### Sequential cells coloured by netlist name, run 1

Scale bar: 20 um. Other sequential cells in the stronger grey, the rest of the logic in the fainter grey.
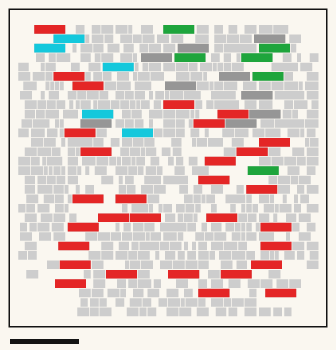
### Routing congestion map, run 1

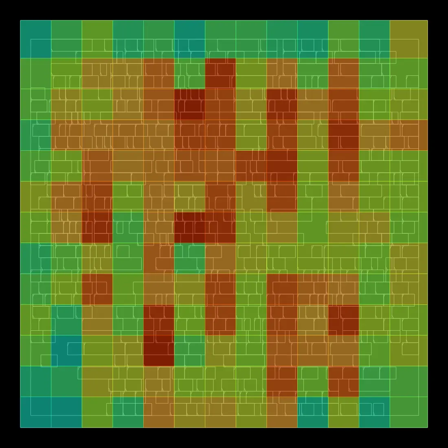
### Gate families picked out, run 1

Scale bar: 20 um.
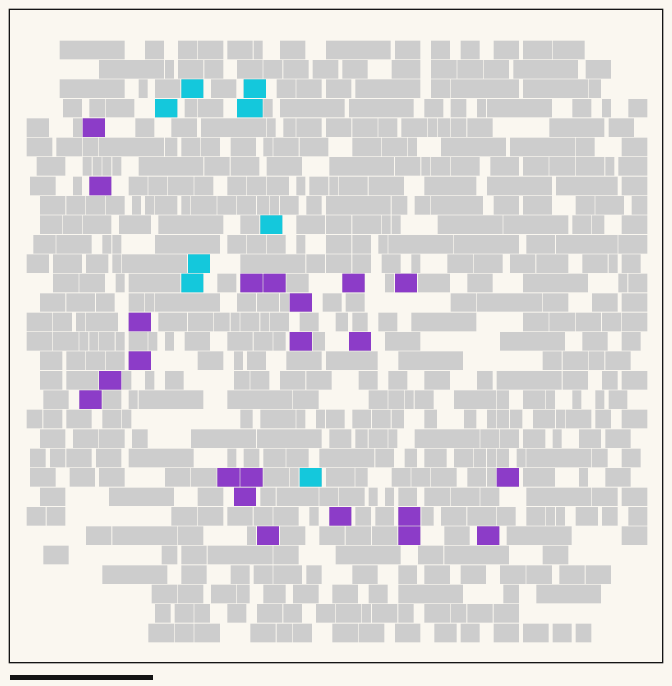
[src/rtl/cp0_ctrl_if.sv]
// cp0_ctrl_if: M-stage <-> CP0 bundle; master drives mfc0/mtc0, victim and interrupt inputs, slave returns int_req/epc/dout/answer_interrupt
interface cp0_ctrl_if #(parameter int NUM_HWINT = 6);
    logic [4:0]           addr;
    logic [31:0]          din;
    logic                 we;
    logic [31:0]          pc;
    logic                 bd;
    logic [4:0]           exc_code;
    logic [NUM_HWINT-1:0] hw_int;
    logic                 eret;
    logic                 int_req;
    logic [31:0]          epc;
    logic [31:0]          dout;
    logic                 answer_interrupt;
    modport master (output addr, din, we, pc, bd, exc_code, hw_int, eret,
                    input int_req, epc, dout, answer_interrupt);
    modport slave (input addr, din, we, pc, bd, exc_code, hw_int, eret,
                   output int_req, epc, dout, answer_interrupt);
endinterface

[src/rtl/cp0_ctrl.sv]
// cp0_ctrl: MIPS CP0 (SR/Cause/EPC/PRId) with interrupt/exception arbitration; optional Count/Compare timer under CP0_CTRL_TIMER_EN
// Ports: clk, reset (async, active-high), bus (cp0_ctrl_if.slave: mfc0/mtc0 access, victim pc/bd/exc_code, hw_int, eret -> int_req, epc, dout, answer_interrupt)
module cp0_ctrl #(
    parameter int          NUM_HWINT = 6,
    parameter logic [31:0] PRID      = 32'h0000_0000
) (
    input logic      clk,
    input logic      reset,
    cp0_ctrl_if.slave bus
);
    logic [5:0]  im_q, im_d, ip_q, hw;
    logic        ie_q, ie_d, exl_q, exl_d, bd_q, bd_d;
    logic [4:0]  code_q, code_d;
    logic [31:0] epc_q, epc_d, count_q, compare_q, sr, cause;
    logic        ti_q, irq, exc, req, wr, wsr, wepc;
    always_comb begin
        hw = '0;
        hw[NUM_HWINT-1:0] = bus.hw_int;
    end
    // TI shares the IM[15] mask with hardware line 5
    assign irq  = (|((ip_q | {ti_q, 5'b0}) & im_q)) & ie_q & ~exl_q;
    assign exc  = (bus.exc_code != 5'd0) & ~exl_q;
    assign req  = irq | exc;
    assign wr   = bus.we & ~req;
    assign wsr  = wr && bus.addr == 5'd12;
    assign wepc = wr && bus.addr == 5'd14;
    assign sr    = {16'b0, im_q, 8'b0, exl_q, ie_q};
    assign cause = {bd_q, ti_q, 14'b0, ip_q, 3'b0, code_q, 2'b0};
    always_comb begin
        im_d   = wsr ? bus.din[15:10] : im_q;
        ie_d   = wsr ? bus.din[0] : ie_q;
        exl_d  = req ? 1'b1 : bus.eret ? 1'b0 : wsr ? bus.din[1] : exl_q;
        code_d = req ? (irq ? 5'd0 : bus.exc_code) : code_q;
        bd_d   = req ? bus.bd : bd_q;
        epc_d  = req ? ((bus.bd ? bus.pc - 32'd4 : bus.pc) & ~32'd3) :
                 wepc ? {bus.din[31:2], 2'b0} : epc_q;
    end
    always_ff @(posedge clk or posedge reset) begin
        if (reset) begin
            im_q   <= '0;
            ie_q   <= 1'b0;
            exl_q  <= 1'b0;
            bd_q   <= 1'b0;
            code_q <= '0;
            ip_q   <= '0;
            epc_q  <= '0;
        end else begin
            im_q   <= im_d;
            ie_q   <= ie_d;
            exl_q  <= exl_d;
            bd_q   <= bd_d;
            code_q <= code_d;
            ip_q   <= hw;
            epc_q  <= epc_d;
        end
    end
`ifdef CP0_CTRL_TIMER_EN
    logic [31:0] count_d, compare_d;
    logic        ti_d;
    // TI compares against Count's next value so it rises on the edge Count lands on Compare
    always_comb begin
        count_d   = (wr && bus.addr == 5'd9) ? bus.din : count_q + 32'd1;
        compare_d = (wr && bus.addr == 5'd11) ? bus.din : compare_q;
        ti_d      = (wr && bus.addr == 5'd11) ? 1'b0 :
                    ti_q | (count_d == compare_q && compare_q != 32'd0);
    end
    always_ff @(posedge clk or posedge reset) begin
        if (reset) begin
            count_q   <= '0;
            compare_q <= '0;
            ti_q      <= 1'b0;
        end else begin
            count_q   <= count_d;
            compare_q <= compare_d;
            ti_q      <= ti_d;
        end
    end
`else
    assign count_q   = '0;
    assign compare_q = '0;
    assign ti_q      = 1'b0;
`endif
    assign bus.int_req          = req;
    assign bus.answer_interrupt = irq;
    assign bus.epc              = epc_q;
    assign bus.dout = (bus.addr == 5'd9)  ? count_q   :
                      (bus.addr == 5'd11) ? compare_q :
                      (bus.addr == 5'd12) ? sr        :
                      (bus.addr == 5'd13) ? cause     :
                      (bus.addr == 5'd14) ? epc_q     :
                      (bus.addr == 5'd15) ? PRID      : 32'd0;
endmodule

[src/flat_wrapper.sv]
// flat-port wrapper written by rule: the top's interface ports become plain ports
module cp0_ctrl_flat 
#(
    parameter int          NUM_HWINT = 6,
    parameter logic [31:0] PRID      = 32'h0000_0000
)
  (clk, reset, bus_addr, bus_din, bus_we, bus_pc, bus_bd, bus_exc_code, bus_hw_int, bus_eret, bus_int_req, bus_epc, bus_dout, bus_answer_interrupt);
  cp0_ctrl_if #(.NUM_HWINT(NUM_HWINT)) bus_i ();
  input logic clk;
  input logic reset;
  input wire logic [$bits(bus_i.addr)-1:0] bus_addr;
  input wire logic [$bits(bus_i.din)-1:0] bus_din;
  input wire logic [$bits(bus_i.we)-1:0] bus_we;
  input wire logic [$bits(bus_i.pc)-1:0] bus_pc;
  input wire logic [$bits(bus_i.bd)-1:0] bus_bd;
  input wire logic [$bits(bus_i.exc_code)-1:0] bus_exc_code;
  input wire logic [$bits(bus_i.hw_int)-1:0] bus_hw_int;
  input wire logic [$bits(bus_i.eret)-1:0] bus_eret;
  output wire logic [$bits(bus_i.int_req)-1:0] bus_int_req;
  output wire logic [$bits(bus_i.epc)-1:0] bus_epc;
  output wire logic [$bits(bus_i.dout)-1:0] bus_dout;
  output wire logic [$bits(bus_i.answer_interrupt)-1:0] bus_answer_interrupt;
  assign bus_i.addr = bus_addr;
  assign bus_i.din = bus_din;
  assign bus_i.we = bus_we;
  assign bus_i.pc = bus_pc;
  assign bus_i.bd = bus_bd;
  assign bus_i.exc_code = bus_exc_code;
  assign bus_i.hw_int = bus_hw_int;
  assign bus_i.eret = bus_eret;
  assign bus_int_req = bus_i.int_req;
  assign bus_epc = bus_i.epc;
  assign bus_dout = bus_i.dout;
  assign bus_answer_interrupt = bus_i.answer_interrupt;
  cp0_ctrl #(.NUM_HWINT(NUM_HWINT), .PRID(PRID)) u_core (.clk(clk), .reset(reset), .bus(bus_i));
endmodule
[config.mk]
export PLATFORM = sky130hd
export DESIGN_NAME = cp0_ctrl_flat
export DESIGN_NICKNAME = d
export VERILOG_FILES = /design/src/rtl/cp0_ctrl_if.sv /design/src/rtl/cp0_ctrl.sv /design/src/flat_wrapper.sv
export SDC_FILE = /design/constraint.sdc
export NUM_CORES = 1
export LEC_CHECK = 0
export CAP_MARGIN = 20
export CORE_MARGIN = 2
export CORE_UTILIZATION = 41
export DETAILED_ROUTE_END_ITERATION = 6
export PLACE_DENSITY = 0.81
export SLEW_MARGIN = 15
export SYNTH_ARGS = -nofsm -noshare
export SYNTH_HDL_FRONTEND = slang
export SYNTH_SLANG_ARGS = --single-unit
export TNS_END_PERCENT = 1
[constraint.sdc]
create_clock -name clk -period 1.86 [get_ports clk]
set_input_delay 0.279 -clock clk [delete_from_list [all_inputs] [get_ports clk]]
set_output_delay 0.279 -clock clk [all_outputs]
set_load 0.03 [all_outputs]
==> flow_metrics.env, run 1 <==
# flow metrics
export IMPL_synth_top_cell_by_area="dfrtp_1"
export IMPL_status="finished with violations"
export IMPL_mux_area_share_pct=14.7
export IMPL_reg2reg_from="u_core.ip_q[4]$_DFF_PP0_"
export IMPL_fin_ws_ns=-0.0863
export IMPL_ys_cells=321
export IMPL_die_area_sq_mm=0.00833
export IMPL_cts_max_path_buffers=2
export IMPL_die_h_um=91.3
export IMPL_routed_via_count=3364
export IMPL_synth_cells=321
export IMPL_p_clk_share_pct=11.6
export IMPL_grt_pass1_wl_um=17300
export IMPL_area_delta_synth_final_pct=73.5
export IMPL_avgViaCountPerCell=5.27
export IMPL_violations="setup timing"
export IMPL_logic_area_sq_mm=0.00184
export IMPL_cp_num_buf_inv=2
export IMPL_pre_cts_slack_ns=-0.561
export IMPL_cpPeakStageDelay_ns=0.43
export IMPL_htree_levels=2
export IMPL_use_met1_pct=32.2
export IMPL_r2r_end="u_core.im_q[0]$_DFFE_PP0P_"
export IMPL_edf_count=0
export IMPL_netlist_area_sq_mm=0.00312
export IMPL_hold_viol_final=0
export IMPL_largest_register_ffs=30
export IMPL_io_pins=151
export IMPL_finalSetupViolCount=9
Back to the opening pictures, 'Sequential cells coloured by netlist name':
Cyan stands for `u_core.code_q`, sequential cells 5, where north-west. Red stands for `u_core.bus.epc`, sequential cells 30. Green stands for `u_core.ip_q`, sequential cells 6, where north-east.
Another 9 sequential cells are not coloured.
flop share of the area: 23.1%
register area: 0.00125 sq mm
Layout Utilization: 73.9%
sequential power: 1930 uW

Back to the opening pictures, 'Routing congestion map':
met3 GRT Util: 3.73%
met2 usage: 47.6%
DR WL/cell: 16.8 um
GRT busiest layer: met2

Back to the opening pictures, 'Gate families picked out':
Purple stands for xor and xnor cells, cells 22, most used xnor2_1. Cyan stands for non-inverting ao/oa cells, cells 8, most used a22o_1.
Comb area share: 34.0%
dominant logic cell type in the layout: buf_4
non-filler cells, final: 638

==> run 2, diff against run 1 <==
==> constraint.sdc (replaced) <==
create_clock -name clk -period 1.86 [get_ports clk]
set_input_delay 0.279 -clock clk [delete_from_list [all_inputs] [get_ports clk]]
set_output_delay 0.279 -clock clk [all_outputs]
set_load 0.02 [all_outputs]
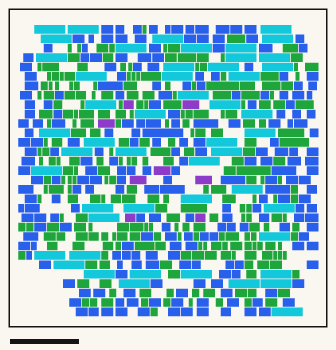
*Cell classes on the final placement, run 2*
Scale bar: 20 um.
Purple stands for clock drivers and dummy loads, cells 8, share of their area 1.7%. Green stands for remaining logic cells, cells 255, share of their area 36%. Blue stands for remaining buffers and delay cells, cells 232, share of their area 40%. Cyan stands for registers, cells 50, share of their area 23%.
row cnt: 31
final instance area: 0.00559 sq mm
flop share of the area: 22.4%
Layout Utilization: 76.3%
core area: 0.00733 sq mm

==> flow_metrics.env, run 2 <==
# flow metrics
export IMPL_die_area_sq_mm=0.00833
export IMPL_yosys_warnings=0
export IMPL_cpPeakStageDelay_ns=0.40
export IMPL_htree_levels=2
export IMPL_use_met1_pct=32.9
export IMPL_p_seq_uw=1900
export IMPL_violations="setup timing"
export IMPL_met3_usage_pct=5.15
export IMPL_synth_top_cell_by_area="dfrtp_1"
export IMPL_synth_cells=321
export IMPL_busiest_layer="met2"
export IMPL_avgViaCountPerCell=5.30
export IMPL_wire_per_inst_um=17.4
export IMPL_routed_via_count=3427
export IMPL_die_h_um=91.3
export IMPL_reg2reg_from="u_core.ip_q[5]$_DFF_PP0_"
export IMPL_pre_cts_slack_ns=-0.643
export IMPL_fin_ws_ns=-0.00103
export IMPL_area_delta_synth_final_pct=79.2
export IMPL_use_met2_pct=47.9
export IMPL_r2r_end="u_core.im_q[3]$_DFFE_PP0P_"
export IMPL_finalSetupViolCount=1
export IMPL_edf_count=0
export IMPL_mux_area_share_pct=14.7
export IMPL_status="finished with violations"
export IMPL_p_clk_share_pct=12.5
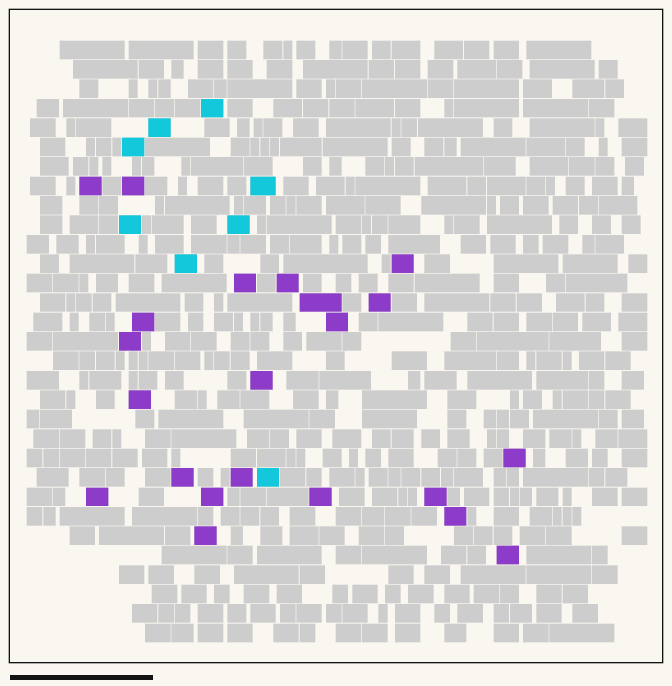
*Gate families picked out, run 2*
Scale bar: 20 um.
Purple stands for xor and xnor cells, cells 22, most used xnor2_1. Cyan stands for non-inverting ao/oa cells, cells 8, most used a22o_1.
Comb area share: 33.9%
non-filler cells, final: 646
dominant logic cell type in the layout: clkdlybuf4s50_1

Power and IR drop assume default switching activity.
